===== src/rtl/thee_pkg.sv =====
// Shared types and constants for the testbench reset generator.
// Holds the reset FSM state encoding and the release-count width.
package thee_pkg;

  typedef enum logic [1:0] {
    RS_SYNC,
    RS_HOLD,
    RS_RUN,
    RS_SW
  } rst_state_e;

  localparam int THEE_RST_COUNT_W = 8;

  function automatic int imax(input int a, input int b);
    return (a > b) ? a : b;
  endfunction

endpackage


===== src/rtl/thee_rst_sync.sv =====
// Release synchroniser: a chain of flops cleared by rst, shifting in 1s.
// q is the last stage; q_nxt is the value the last stage takes next edge.
module thee_rst_sync #(
  parameter int STAGES = 2
) (
  input  logic clk,
  input  logic rst,
  output logic q,
  output logic q_nxt
);

  logic [STAGES-1:0] chain;

  always_ff @(posedge clk or posedge rst) begin
    if (rst) chain <= '0;
    else     chain <= {chain[STAGES-2:0], 1'b1};
  end

  assign q     = chain[STAGES-1];
  assign q_nxt = chain[STAGES-2];

endmodule


===== src/rtl/thee_rst_gen_module.sv =====
// Conditioned reset generator: async assert, sync release after a hold,
// timed software resets, release pulse/count and cycles-since-release.
module thee_rst_gen_module
  import thee_pkg::*;
#(
  parameter int SYNC_STAGES   = 2,
  parameter int HOLD_CYCLES   = 16,
  parameter int SW_RST_CYCLES = 4,
  parameter int CNT_W         = 32
) (
  input  logic                        clk,
  input  logic                        rst,
  input  logic                        sw_rst_req,
  output logic                        rst_out,
  output logic                        rst_out_n,
  output logic                        rst_done,
  output logic [THEE_RST_COUNT_W-1:0] rst_count,
  output logic [CNT_W-1:0]            cycle_cnt
);

  localparam int CMAX = imax(HOLD_CYCLES, SW_RST_CYCLES);
  localparam int CW   = $clog2(CMAX + 1);

  rst_state_e state_q, state_d;
  logic [CW-1:0] cnt_q, cnt_d;
  logic sw_q, sw_rise;
  logic sync_q, sync_nxt, sync_go;
  logic out_q, done_q, enter_run;
  logic [THEE_RST_COUNT_W-1:0] count_q;
  logic [CNT_W-1:0] cyc_q;

  thee_rst_sync #(
    .STAGES(SYNC_STAGES)
  ) u_sync (
    .clk  (clk),
    .rst  (rst),
    .q    (sync_q),
    .q_nxt(sync_nxt)
  );

  // Look one stage ahead so the FSM leaves SYNC on the edge the chain fills.
  assign sync_go = sync_nxt | sync_q;
  assign sw_rise = sw_rst_req & ~sw_q;

  always_comb begin
    state_d = state_q;
    cnt_d   = cnt_q;
    unique case (state_q)
      RS_SYNC: begin
        if (sync_go) begin
          if (HOLD_CYCLES == 0) begin
            state_d = RS_RUN;
          end else begin
            state_d = RS_HOLD;
            cnt_d   = CW'(HOLD_CYCLES);
          end
        end
      end
      RS_HOLD: begin
        if (cnt_q == CW'(1)) state_d = RS_RUN;
        else                 cnt_d   = cnt_q - 1'b1;
      end
      RS_RUN: begin
        if (sw_rise) begin
          state_d = RS_SW;
          cnt_d   = CW'(SW_RST_CYCLES);
        end
      end
      RS_SW: begin
        if (cnt_q == CW'(1)) state_d = RS_RUN;
        else                 cnt_d   = cnt_q - 1'b1;
      end
      default: state_d = RS_SYNC;
    endcase
  end

  assign enter_run = (state_q != RS_RUN) && (state_d == RS_RUN);

  always_ff @(posedge clk or posedge rst) begin
    if (rst) begin
      state_q <= RS_SYNC;
      cnt_q   <= '0;
      sw_q    <= 1'b0;
      out_q   <= 1'b1;
      done_q  <= 1'b0;
      count_q <= '0;
      cyc_q   <= '0;
    end else begin
      state_q <= state_d;
      cnt_q   <= cnt_d;
      sw_q    <= sw_rst_req;
      out_q   <= (state_d != RS_RUN);
      done_q  <= enter_run;
      if (enter_run && (count_q != '1))
        count_q <= count_q + 1'b1;
      if ((state_q == RS_RUN) && (state_d == RS_RUN))
        cyc_q <= cyc_q + 1'b1;
      else
        cyc_q <= '0;
    end
  end

  assign rst_out   = out_q;
  assign rst_out_n = ~out_q;
  assign rst_done  = done_q;
  assign rst_count = count_q;
  assign cycle_cnt = cyc_q;

endmodule

===== config.mk =====
export PLATFORM = sky130hd
export DESIGN_NAME = thee_rst_gen_module
export DESIGN_NICKNAME = d
export VERILOG_FILES = /design/src/rtl/thee_pkg.sv /design/src/rtl/thee_rst_sync.sv /design/src/rtl/thee_rst_gen_module.sv
export SDC_FILE = /design/constraint.sdc
export NUM_CORES = 1
export LEC_CHECK = 0
export CAP_MARGIN = 20
export CELL_PAD_IN_SITES_DETAIL_PLACEMENT = 0
export CELL_PAD_IN_SITES_GLOBAL_PLACEMENT = 1
export CORE_AREA = 3 3 84 86
export DETAILED_ROUTE_END_ITERATION = 8
export DIE_AREA = 0 0 87 89
export GPL_TIMING_DRIVEN = 0
export PLACE_DENSITY = 0.82
export SLEW_MARGIN = 20
export SYNTH_ARGS = -nofsm -noshare
export SYNTH_HDL_FRONTEND = slang
export SYNTH_SLANG_ARGS = --single-unit

===== constraint.sdc =====
create_clock -name clk -period 2.8 [get_ports clk]
set_input_delay 0.56 -clock clk [delete_from_list [all_inputs] [get_ports clk]]
set_output_delay 0.56 -clock clk [all_outputs]
set_load 0.02 [all_outputs]

run_1/io_fan.png
Scale bar: 20 um.
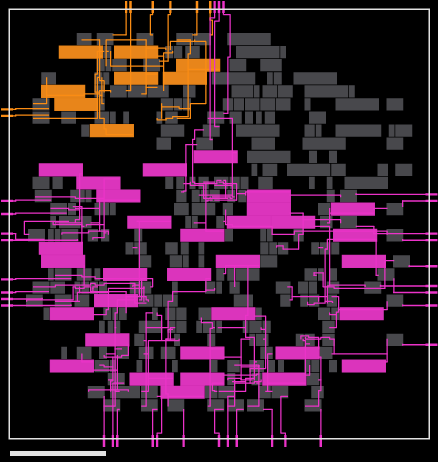
rst_count: marked orange, bits 8, direction output, edge 6 top, 2 left, end cells 8, buffers 8, wire 301 um. cycle_cnt: marked magenta, bits 32, direction output, edge 12 bottom, 9 right, 8 left, 3 top, end cells 32, buffers 32, wire 1400 um.
IO Port Bufs: 45
Ports: 46

run_1/power_grid.png
Scale bar: 20 um. Pins as bars on the die edge.
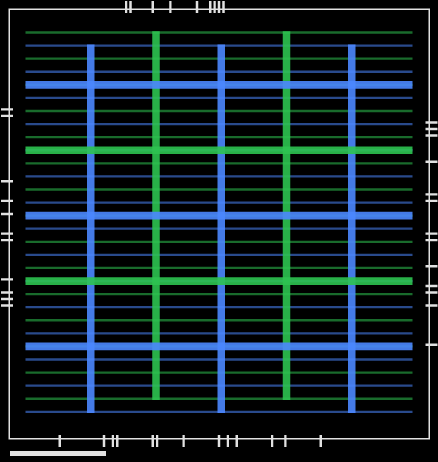
VDD: marked green. VSS: marked blue.
46 signal pins sit on the boundary. The core has 29 rows. 30 met1 rails follow the rows. 5 straps on met4. 5 straps on met5.
DIE WIDTH: 87 um
core area: 6350 um^2
Peak VDD IR: 513 uV

==> flow_summary.ini, run 1 <==
; synthesis and place-and-route metrics
[cells_and_area]
drive_gt1_frac = 0.0686
fill_cells = 599
diodes = 0
area_growth_pct = 25.6
fin_nets = 312
regArea_um2 = 1300

[placed_design]
post-dp-hpwl_um = 3820
place_congestion = 0.762
pre_cts_ws_ns = 0.498

[synthesis]
seq_area_frac_synth = 0.517
ys_top_cells_by_count = dfrtp_1 (51), a21oi_1 (20), nor2_1 (19)
ys_async_sr_fraction = 1.00
ys.flop_type = dfrtp_1
edf_count = 0
logic_family = simple AND/OR/NAND/NOR gates
synth.most_common_cell = dfrtp_1
syn_inst = 253
synthMuxAreaShare = 0.00844
synth_top_area_share = 0.506

[global_routing]
grt_overflow = 0
first_global_vias = 1927
antenna_found_initial = 0
grt_pass1_wl_um = 9110

[job]
tool_warnings = 27

[critical_path]
cp_slowest_cell = or4_1
path_class = reg -> reg
endpoint_kind = flop
worstPathArrival_ns = 2.47
start_kind = flop
cpPeakStageDelay_ns = 0.54

[routing]
dr.pass1.iters = 4
drt_iter0_markers = 125
dr_wl_met3_um = 216
ant_nets = 0

[cts]
insertion_delay_ns = 0.31
cts_buffer_depth = 2
hold_buffers = 0
clockRootBuffer = clkbuf_8

[die]
die-area_um2 = 7740
fp_util = 0.397

[run_status]
status = finished, final reports clean

[power_and_ir_drop]
pwr_density_cell_nw_per_um2 = 606

[sta]
slew_headroom = 0.577
setup_viol = 0
maxSlewViolCount = 0
run_1/congestion.png
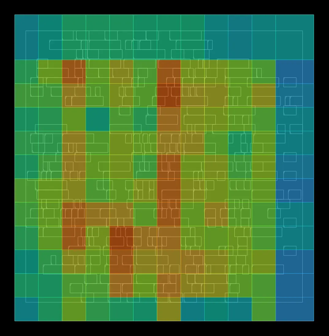
total track usage: 0.149
M2 GR Usage: 0.233
met1 Use GR: 0.206
routed len/inst: 14.4 um
grt met3 use: 0.0323

run_1/placement_by_type.png
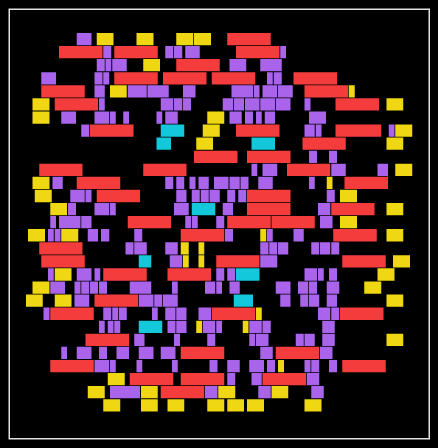
other buffers and delay cells: marked yellow, cells 56, share of their area 16%. clock drivers and dummy loads: marked cyan, cells 8, share of their area 3.1%. combinational and other logic: marked purple, cells 190, share of their area 38%. flops: marked red, cells 52, share of their area 42%.
Row Count: 29
Util after Layout: 0.499
design area: 3170 um^2

==> run 1: layout make-up <==
| type | count | share of cell area |
|---|---|---|
| Sequential cell | 52 | 0.411 |
| Multi-Input combinational cell | 181 | 0.360 |
| Timing Repair Buffer | 45 | 0.142 |
| Tap cell | 77 | 0.0304 |
| Clock buffer | 5 | 0.0217 |
| Buffer | 11 | 0.0134 |
| Inverter | 9 | 0.0115 |
| Clock inverter | 3 | 0.00870 |
==> run 1: power breakdown <==
part / switching [mW] / internal, mW / leakage [nW]
sequential: 0.0854 / 0.847 / 0.693
clock: 0.277 / 0.184 / 0.0463
combinational: 0.292 / 0.233 / 0.462
total: 0.655 / 1.26 / 1.20
==> run 1: flip-flops by register name (all words and copies together), names as in the netlist <==
name          cells
state_q           2
cnt_q             5
rst_count         8
rst_done          1
rst_out           1
cycle_cnt        32
u_sync.chain      2
sw_q              1
==> run 1: final timing paths <==
| check | start | depth (start not counted) | to | slack [ns] |
|---|---|---|---|---|
| setup / recovery | cycle_cnt[0]$_DFF_PP0_ | 6 | cycle_cnt[30]$_DFF_PP0_ | 0.57 |
| min in group asynchronous | rst | 2 | cycle_cnt[1]$_DFF_PP0_ | 0.69 |
| setup reg to reg | cycle_cnt[0]$_DFF_PP0_ | 6 | cycle_cnt[30]$_DFF_PP0_ | 0.57 |
| hold reg to reg | u_sync.chain[0]$_DFF_PP0_ | 0 | u_sync.chain[1]$_DFF_PP0_ | 0.39 |
| hold / removal | u_sync.chain[0]$_DFF_PP0_ | 0 | u_sync.chain[1]$_DFF_PP0_ | 0.39 |
| max in group asynchronous | rst | 2 | cycle_cnt[16]$_DFF_PP0_ | 1.69 |
==> run 1: cell usage in the layout, fill, tap and decap left out, drive strengths merged, types with 10 or more instances in the layout <==
cell / count
clkbuf: 15
nor2: 19
inv: 10
or4: 11
xnor2: 10
clkdlybuf4s50: 45
nand3: 17
dfrtp: 51
or3: 10
a21oi: 20
nand2: 16
o31ai: 11
==> run 1: kinds of logic (layout without fill, tap and decap cells) <==
| group | Yosys count | count (layout) |
|---|---|---|
| xor+xnor | 19 | 19 |
| flops | 52 | 52 |
| buf+inv | 20 | 73 |
| compound gates | 48 | 48 |
| other cells | 1 | 1 |
| fa+ha+maj | 4 | 4 |
| simple gates | 107 | 107 |
| mux | 2 | 2 |
==> run 1: per-stage QoR <==
stage               std cells  utilization  hold slack (ns)  area (um^2)
floorplan                 253            -            0.355         2520
CTS                       383        0.499            0.393         3170
detailed placement        375        0.483            0.368         3070
global placement          375        0.483            0.360         3070
global route              383        0.499            0.414         3170
finish                    383        0.499            0.392         3170
==> run 1: metal layers <==
| metal | track usage | vias to the layer above |
|---|---|---|
| li1 | - | 1027 |
| met1 | 0.206 | 1015 |
| met5 | 0 | - |
| met4 | 0.0510 | 0 |
| met2 | 0.233 | 52 |
| met3 | 0.0323 | 2 |
run_1/cell_density.png
Scale bar: 20 um. 9 x 9 tiles, from black (low) to pale yellow (high), 0 to 100% covered.
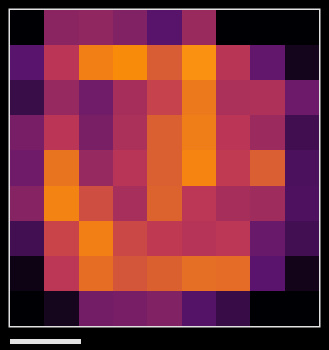

==> inputs of run 2 (changes only) <==
==> constraint.sdc (replaced) <==
create_clock -name clk -period 2.2 [get_ports clk]
set_input_delay 0.44 -clock clk [delete_from_list [all_inputs] [get_ports clk]]
set_output_delay 0.44 -clock clk [all_outputs]
set_load 0.02 [all_outputs]
run_2/cell_density.png
Scale bar: 20 um. 9 x 9 tiles, from black (low) to pale yellow (high), 0 to 100% covered.
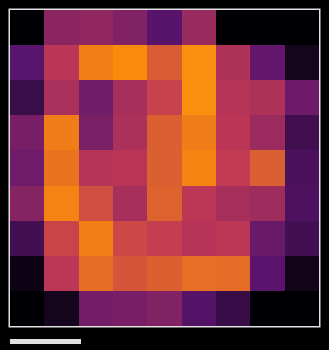
2.5% of the tiles are over 75% full. The mean over all tiles is 40%. 8.6% of the tiles are nearly empty. The fullest tile reaches 76%.

==> flow_summary.ini, run 2 <==
; synthesis and place-and-route metrics
[die]
rows = 29
fp_util = 0.397
dieWidth_um = 87
io_pins = 46
core-area_um2 = 6350

[power_and_ir_drop]
pwr_density_cell_nw_per_um2 = 771
vdd_ir_drop_max_uv = 655

[routing]
drt_iter0_markers = 125
ant_nets = 0

[placed_design]
portBuffers = 45
post-dp-hpwl_um = 3820
place_congestion = 0.762
placed_area_um2 = 3070

[cells_and_area]
largest_reg_flops = 32
lay_top_count = dfrtp_1
layout_top_cells = dfrtp_1 (51), clkdlybuf4s50_1 (45), a21oi_1 (20), nor2_1 (19), nand2_1 (16)
stdcell_area_um2 = 3210
area_growth_pct = 27.2

[synthesis]
ys_async_sr_fraction = 1.00
edf_count = 0
ys.flop_type = dfrtp_1
syn_inst = 253
seq_area_frac_synth = 0.517
synth_top_area_share = 0.506
synth.most_common_cell = dfrtp_1

[sta]
slew_headroom = 0.576
hold_slack_ns = 0.392
maxSlewViolCount = 0

[run_status]
status = finished, final reports clean

[critical_path]
cp_slowest_cell = or4_1
path_class = reg -> reg
cpPeakStageDelay_ns = 0.50

[cts]
clockRootBuffer = clkbuf_8

[hold_path]
hold_depth = 0

[job]
tool_warnings = 27

[global_routing]
groute.usage.overall = 0.149
met3_usage = 0.0323
grt_busiest_layer = met2
[run 2: final cells by class]
class                   instances  area [um^2]
multi-input cells             181         1160
clock buffers                   5         68.8
flip-flops and latches         52         1300
repair buffers                 47          465
plain buffers                  11         43.8
inverters                       9         36.3
well taps                      77         96.3
clock inverters                 3         27.5
fillers                       599         3140
[run 2: cell families (layout without fill, tap and decap cells)]
logic type | after synthesis | in the layout | share of synthesized area
flip-flops | 52 | 52 | 0.517
multiplexers | 2 | 2 | 0.00844
other | 1 | 1 | 0.00149
adder cells (fa/ha/maj) | 4 | 4 | 0.0199
AND/OR/NAND/NOR | 107 | 107 | 0.238
buffers and inverters | 20 | 75 | 0.0303
AND-OR/OR-AND | 48 | 48 | 0.119
XOR/XNOR | 19 | 19 | 0.0660
[run 2: worst register-to-register path, cell delays in order (launching register included)]
cell and delay, ns:
dfrtp_1 0.45, ha_4 0.18, nand3_2 0.12, or3_1 0.42, buf_2 0.20, or4_1 0.50
a21oi_1 0.15
[run 2: path summary, 6_finish.rpt]
kind,from,to,slack [ns]
min in group asynchronous,rst,cycle_cnt[1]$_DFF_PP0_,0.56
max,cycle_cnt[1]$_DFF_PP0_,cycle_cnt[30]$_DFF_PP0_,0.11
min reg2reg,u_sync.chain[0]$_DFF_PP0_,u_sync.chain[1]$_DFF_PP0_,0.39
min,u_sync.chain[0]$_DFF_PP0_,u_sync.chain[1]$_DFF_PP0_,0.39
max reg2reg,cycle_cnt[1]$_DFF_PP0_,cycle_cnt[30]$_DFF_PP0_,0.11
max in group asynchronous,rst,cycle_cnt[15]$_DFF_PP0_,1.21
[run 2: what timing repair did]
item / 4_1_cts / 5_1_grt
resized: 1 / 5
buffers inserted: 1 / 1
cloned: 0 / 0
pin swaps: 0 / 1
setup endpoints to repair: 3 / 11
[run 2: per-stage QoR]
stage | setup TNS, ns | cells | setup WS [ns]
global route | -0.0495 | 385 | -0.0181
floorplan | 0 | 253 | 0.0800
detailed placement | -0.0946 | 375 | -0.0321
CTS | 0 | 384 | 0.00589
global placement | -29.21 | 375 | -0.574
finish | 0 | 385 | 0.110
[run 2: layer usage]
layer / vias up / part of all wire
met5: - / 0
li1: 1027 / -
met3: 4 / 0.040
met2: 44 / 0.48
met1: 1006 / 0.47
met4: 0 / 0.010
[run 2: power breakdown]
part | leakage [nW] | total [mW] | internal, mW | switching (mW)
Combinational | 0.471 | 0.687 | 0.308 | 0.379
Clock | 0.0463 | 0.592 | 0.234 | 0.358
Sequential | 0.693 | 1.19 | 1.08 | 0.114
Power and IR drop assume default switching activity.
